**src/rtl/mips_pkg.sv**
```systemverilog
// Shared MIPS pipeline definitions: instruction constants, PC source codes
// and the fetch FSM state encoding.
package mips_pkg;

  localparam logic [31:0] NOP_INSTR = 32'h0000_0000;

  localparam logic [1:0] PC_SRC_SEQ    = 2'd0;
  localparam logic [1:0] PC_SRC_BRANCH = 2'd1;
  localparam logic [1:0] PC_SRC_JUMP   = 2'd2;

  typedef enum logic {
    FETCH = 1'b0,
    HOLD  = 1'b1
  } if_state_t;

endpackage

```
**src/rtl/if_stage.sv**
```systemverilog
// Instruction fetch stage: owns the PC, fetches words over imem req/ack and
// loads IF/ID. Branch/jump redirects take effect after the delay slot.
module if_stage
  import mips_pkg::*;
#(
  parameter logic [31:0] RESET_PC = 32'h0000_0000
) (
  input  logic        clk,
  input  logic        rst,
  input  logic        hazard,
  input  logic [1:0]  if_pc_source,
  input  logic [31:0] branch_addr,
  input  logic [31:0] jump_addr,
  output logic        imem_req,
  output logic [31:0] imem_addr,
  input  logic        imem_ack,
  input  logic [31:0] imem_rdata,
  output logic [31:0] IF_ID_instruction,
  output logic [31:0] IF_ID_next_i_addr
);

  // Memory handshake: imem_req stays high in FETCH until a cycle with
  // imem_ack = 1 completes the access; imem_addr is the PC and only moves on
  // delivery into IF/ID, so it is stable from request to ack.

  if_state_t   state, state_next;
  logic [31:0] pc;
  logic [31:0] ibuf;
  logic        redir_valid;
  logic [31:0] redir_addr;
  logic [31:0] if_id_instr;
  logic [31:0] if_id_npc;

  logic        take_branch;
  logic        take_jump;
  logic        deliver;
  logic        bubble;
  logic        buffer_word;
  logic [31:0] pc_plus4;
  logic [31:0] next_pc;
  logic [31:0] redir_target;
  logic [31:0] deliver_word;

  assign pc_plus4    = pc + 32'd4;
  assign take_branch = !hazard && (if_pc_source == PC_SRC_BRANCH);
  assign take_jump   = !hazard && (if_pc_source == PC_SRC_JUMP);
  assign redir_target = take_branch ? branch_addr : jump_addr;

  // Next-state and datapath enables; imem_ack is only honoured in FETCH.
  always_comb begin
    state_next   = state;
    deliver      = 1'b0;
    bubble       = 1'b0;
    buffer_word  = 1'b0;
    deliver_word = imem_rdata;
    unique case (state)
      FETCH: begin
        if (imem_ack && !hazard) begin
          deliver = 1'b1;
        end else if (imem_ack && hazard) begin
          buffer_word = 1'b1;
          state_next  = HOLD;
        end else if (!hazard) begin
          bubble = 1'b1;
        end
      end
      HOLD: begin
        deliver_word = ibuf;
        if (!hazard) begin
          deliver    = 1'b1;
          state_next = FETCH;
        end
      end
      default: state_next = FETCH;
    endcase
  end

  // A pending redirect outranks a live one: it belongs to an older branch.
  always_comb begin
    if (redir_valid)      next_pc = redir_addr;
    else if (take_branch) next_pc = branch_addr;
    else if (take_jump)   next_pc = jump_addr;
    else                  next_pc = pc_plus4;
  end

  always_ff @(posedge clk) begin
    if (rst) begin
      state <= FETCH;
    end else begin
      state <= state_next;
    end
  end

  always_ff @(posedge clk) begin
    if (rst) begin
      pc          <= RESET_PC;
      ibuf        <= 32'h0;
      redir_valid <= 1'b0;
      redir_addr  <= 32'h0;
      if_id_instr <= NOP_INSTR;
      if_id_npc   <= 32'h0;
    end else begin
      if (buffer_word) begin
        ibuf <= imem_rdata;
      end
      if (deliver) begin
        pc          <= next_pc;
        redir_valid <= 1'b0;
        if_id_instr <= deliver_word;
        if_id_npc   <= pc_plus4;
      end else begin
        if (take_branch || take_jump) begin
          redir_valid <= 1'b1;
          redir_addr  <= redir_target;
        end
        if (bubble) begin
          if_id_instr <= NOP_INSTR;
        end
      end
    end
  end

  assign imem_req          = !rst && (state == FETCH);
  assign imem_addr         = pc;
  assign IF_ID_instruction = if_id_instr;
  assign IF_ID_next_i_addr = if_id_npc;

endmodule
```
**config.mk**
```make
export PLATFORM = sky130hd
export DESIGN_NAME = if_stage
export DESIGN_NICKNAME = d
export VERILOG_FILES = /design/src/rtl/mips_pkg.sv /design/src/rtl/if_stage.sv
export SDC_FILE = /design/constraint.sdc
export NUM_CORES = 1
export LEC_CHECK = 0
export CAP_MARGIN = 20
export CORE_MARGIN = 2
export CORE_UTILIZATION = 25
export CTS_CLUSTER_DIAMETER = 50
export CTS_CLUSTER_SIZE = 14
export DETAILED_ROUTE_END_ITERATION = 12
export MAX_ROUTING_LAYER = met4
export PLACE_DENSITY_LB_ADDON = 0.3
export SLEW_MARGIN = 20
export SYNTH_ARGS = -nofsm -noshare
export SYNTH_HDL_FRONTEND = slang
export SYNTH_SLANG_ARGS = --single-unit
```
**constraint.sdc**
```tcl
create_clock -name clk -period 5.6 [get_ports clk]
set_clock_uncertainty 0.15 [all_clocks]
set_input_delay 0.56 -clock clk [delete_from_list [all_inputs] [get_ports clk]]
set_output_delay 0.56 -clock clk [all_outputs]
set_load 0.02 [all_outputs]
```
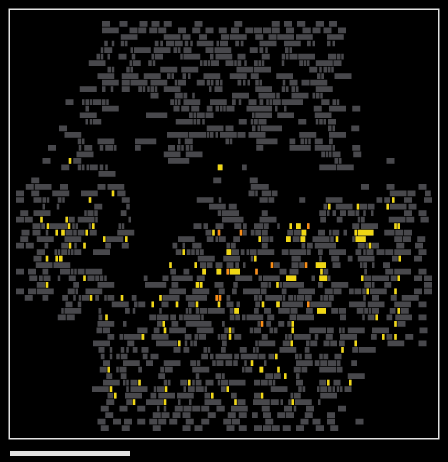
Figure 1: gate families picked out.
Bar = 50 um.
- orange: inv cells (cells 11; most used inv_1; where centre)
- yellow: nor cells (cells 107; most used nor2_1)

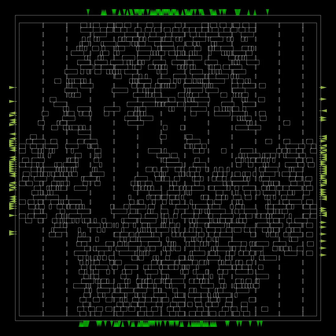
Figure 2: cell outlines without signal wires.
sequential cell area share: 30.8%
Core Footprint: 0.0298 mm^2
number of flip-flops and latches: 162
FP Rows: 63
Final Non-Filler Cells: 1,510

==> notes.md <==
fresh numbers from the pnr run: total power divided by cell area=282 mW/mm^2, vias in the first global route=7,387, weighted congestion reported at the end of routability-driven placement=0.818, number of antenna violations at the first check in global routing=2, required time reported for the critical path endpoint=5780 ps, top flip-flop cell by instance count after synthesis=dfxtp_1, worst-path maximum fanout=38, overall die height=179 um, I/O pin count=199, total cells reported by yosys after synthesis=951, ao+oa area frac=24.5%, final period demand of the worst path=3230 ps, Psw=0.000838 W, quantity of hold-fixing buffers added after cts=0, filler instances=3,096, post-synthesis area per instance=8.01 um^2, max cap viols=0, placed instance count=1,477, top cells by area, synth=dfxtp_1 43%, nand2_1 10%, mux2i_1 4.5%, Internal=0.00212 W, clock buffers created by TritonCTS=17, number of slew-limit violations in the final report=0, sequential-to-total area share from yosys stat=42.6%, Detailed Route WL=27.9 mm, Starting Density=25.6%, proportion of register bits with asynchronous set or reset after synthesis=0%, OpenROAD warning count=26, portion of total power attributed to combinational logic=16.6%, number of warning messages in the yosys log=0, area grow syn2layout=38.1%, net count after synthesis=1,054, result of the run=complete, no violations, clock insertion delay at the later pin of the skew report=430 ps, sinks on the clock net=162, maximum vdd ir drop=0.000196 V, main kind of combinational logic by area=AND-OR/OR-AND gates, headroom to the max-slew limit=35.1%, leading cell types by count after synthesis=205 x nand2_1, 162 x dfxtp_1, 90 x nor2_1, 72 x clkbuf_1, 65 x a21oi_1, buffer levels on the longest clock path=2, depth of the worst register-to-register path=6, number of failing hold endpoints at the final stage=0, Root Buffer Master=clkbuf_16
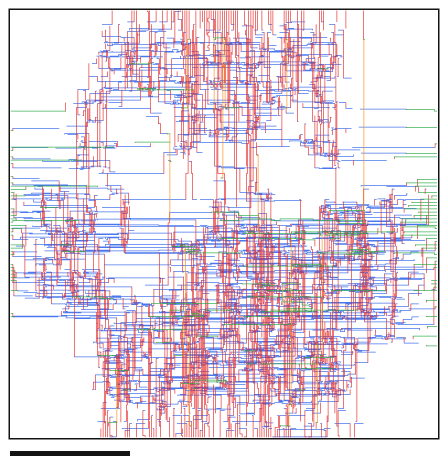
Figure 3: metal layers overlaid.
Bar = 50 um.
- orange: M4 (wire length 602 um)
- green: M3 (wire length 1,530 um)
- red: M2 (wire length 13,100 um)
- blue: M1 (wire length 12,700 um)

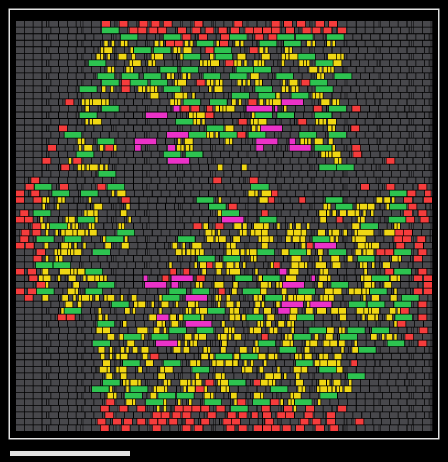
Figure 4: placed cells, one colour a class.
Bar = 50 um. Fill, decap, tap and diode cells in grey.
- magenta: clock drivers and dummy loads (cells 31; share of their area 5.8%)
- yellow: remaining logic cells (cells 710; share of their area 41%)
- red: remaining buffers and delay cells (cells 215; share of their area 21%)
- green: sequential cells (cells 162; share of their area 32%)
Finished Core Util: 35.3%
final instance area: 0.0105 mm^2

[cells in the final DEF (no fill, tap or decap), types with 5 or more instances in the layout]
master,instances
o211ai_1,7
o221ai_1,5
nand2_1,205
o21ai_0,63
a22oi_1,6
a21oi_1,65
buf_4,18
a221oi_1,7
xor2_1,10
a311oi_1,31
clkbuf_16,17
and3_1,10
nand4_1,6
a211oi_1,30
nor2_1,86
and4_1,5
mux2i_1,34
nand3_1,10
inv_1,10
xnor2_1,16
dfxtp_1,161
o31ai_1,7
nor3_1,6
clkdlybuf4s50_1,197
[metal layers]
metal | share of wire (%) | track usage, %
met1 | 45 | 23.6
met2 | 47 | 27.6
met3 | 5.5 | 2.66
met4 | 2.2 | 6.84
met5 | 0 | -
[power groups by stage]
stage / logic (W) / clock network [W] / registers [W]
2_1_floorplan: 0.000215 / 0 / 0.00133
3_3_place_gp: 0.000488 / 0 / 0.00130
4_1_cts: 0.000494 / 0.00123 / 0.00127
3_5_place_dp: 0.000493 / 0 / 0.00130
6_report: 0.000492 / 0.00120 / 0.00127
5_1_grt: 0.000533 / 0.00127 / 0.00128
[cell type report]
class                           count  area (um^2)  area share [%]
Sequential cell                   162         3240            30.8
Tap cell                          390          488            4.64
Clock inverter                     11          128            1.21
Antenna cell                        2         5.00          0.0476
Clock buffer                       20          457            4.34
Multi-Input combinational cell    699         4050            38.5
Inverter                           11         41.3           0.393
Timing Repair Buffer              215         2110            20.0
[metrics by stage]
| stage | hold slack (ps) | cell area, um^2 | total power [W] | worst slack, ps |
|---|---|---|---|---|
| after floorplan | 286 | 7620 | 0.00154 | 3080 |
| after global placement | 284 | 9930 | 0.00178 | 2120 |
| after detailed placement | 293 | 9930 | 0.00179 | 1990 |
| after CTS | 305 | 10500 | 0.00299 | 2440 |
| after global routing | 318 | 10500 | 0.00309 | 2200 |
| final | 303 | 10500 | 0.00296 | 2370 |
[critical path, delay by kind of cell]
| kind | cells | cell delay [ps] |
|---|---|---|
| buffers and inverters | 3 | 1270 |
| AND-OR/OR-AND | 2 | 380 |
| AND/OR/NAND/NOR | 3 | 1180 |
[registers in the layout (all words and copies together), names as in the netlist]
register / cells
ibuf: 32
state: 1
redir_addr: 32
IF_ID_next_i_addr: 32
redir_valid: 1
IF_ID_instruction: 32
imem_addr: 32
[how the worst max path moves through the flow]
stage	from	to	slack, ps	cells after the start
floorplan	imem_addr[2]$_SDFFE_PP0P_	imem_addr[26]$_SDFFE_PP0P_	3080	7
finish	if_pc_source[0]	redir_addr[0]$_SDFFE_PP0P_	2370	8
detailed placement	if_pc_source[0]	redir_addr[3]$_SDFFE_PP0P_	1990	8
CTS	if_pc_source[0]	redir_addr[0]$_SDFFE_PP0P_	2440	8
global route	if_pc_source[0]	redir_addr[0]$_SDFFE_PP0P_	2200	8
global placement	if_pc_source[0]	redir_addr[5]$_SDFFE_PP0P_	2120	8
No activity file was given, so power comes from the tool's default toggle rates.
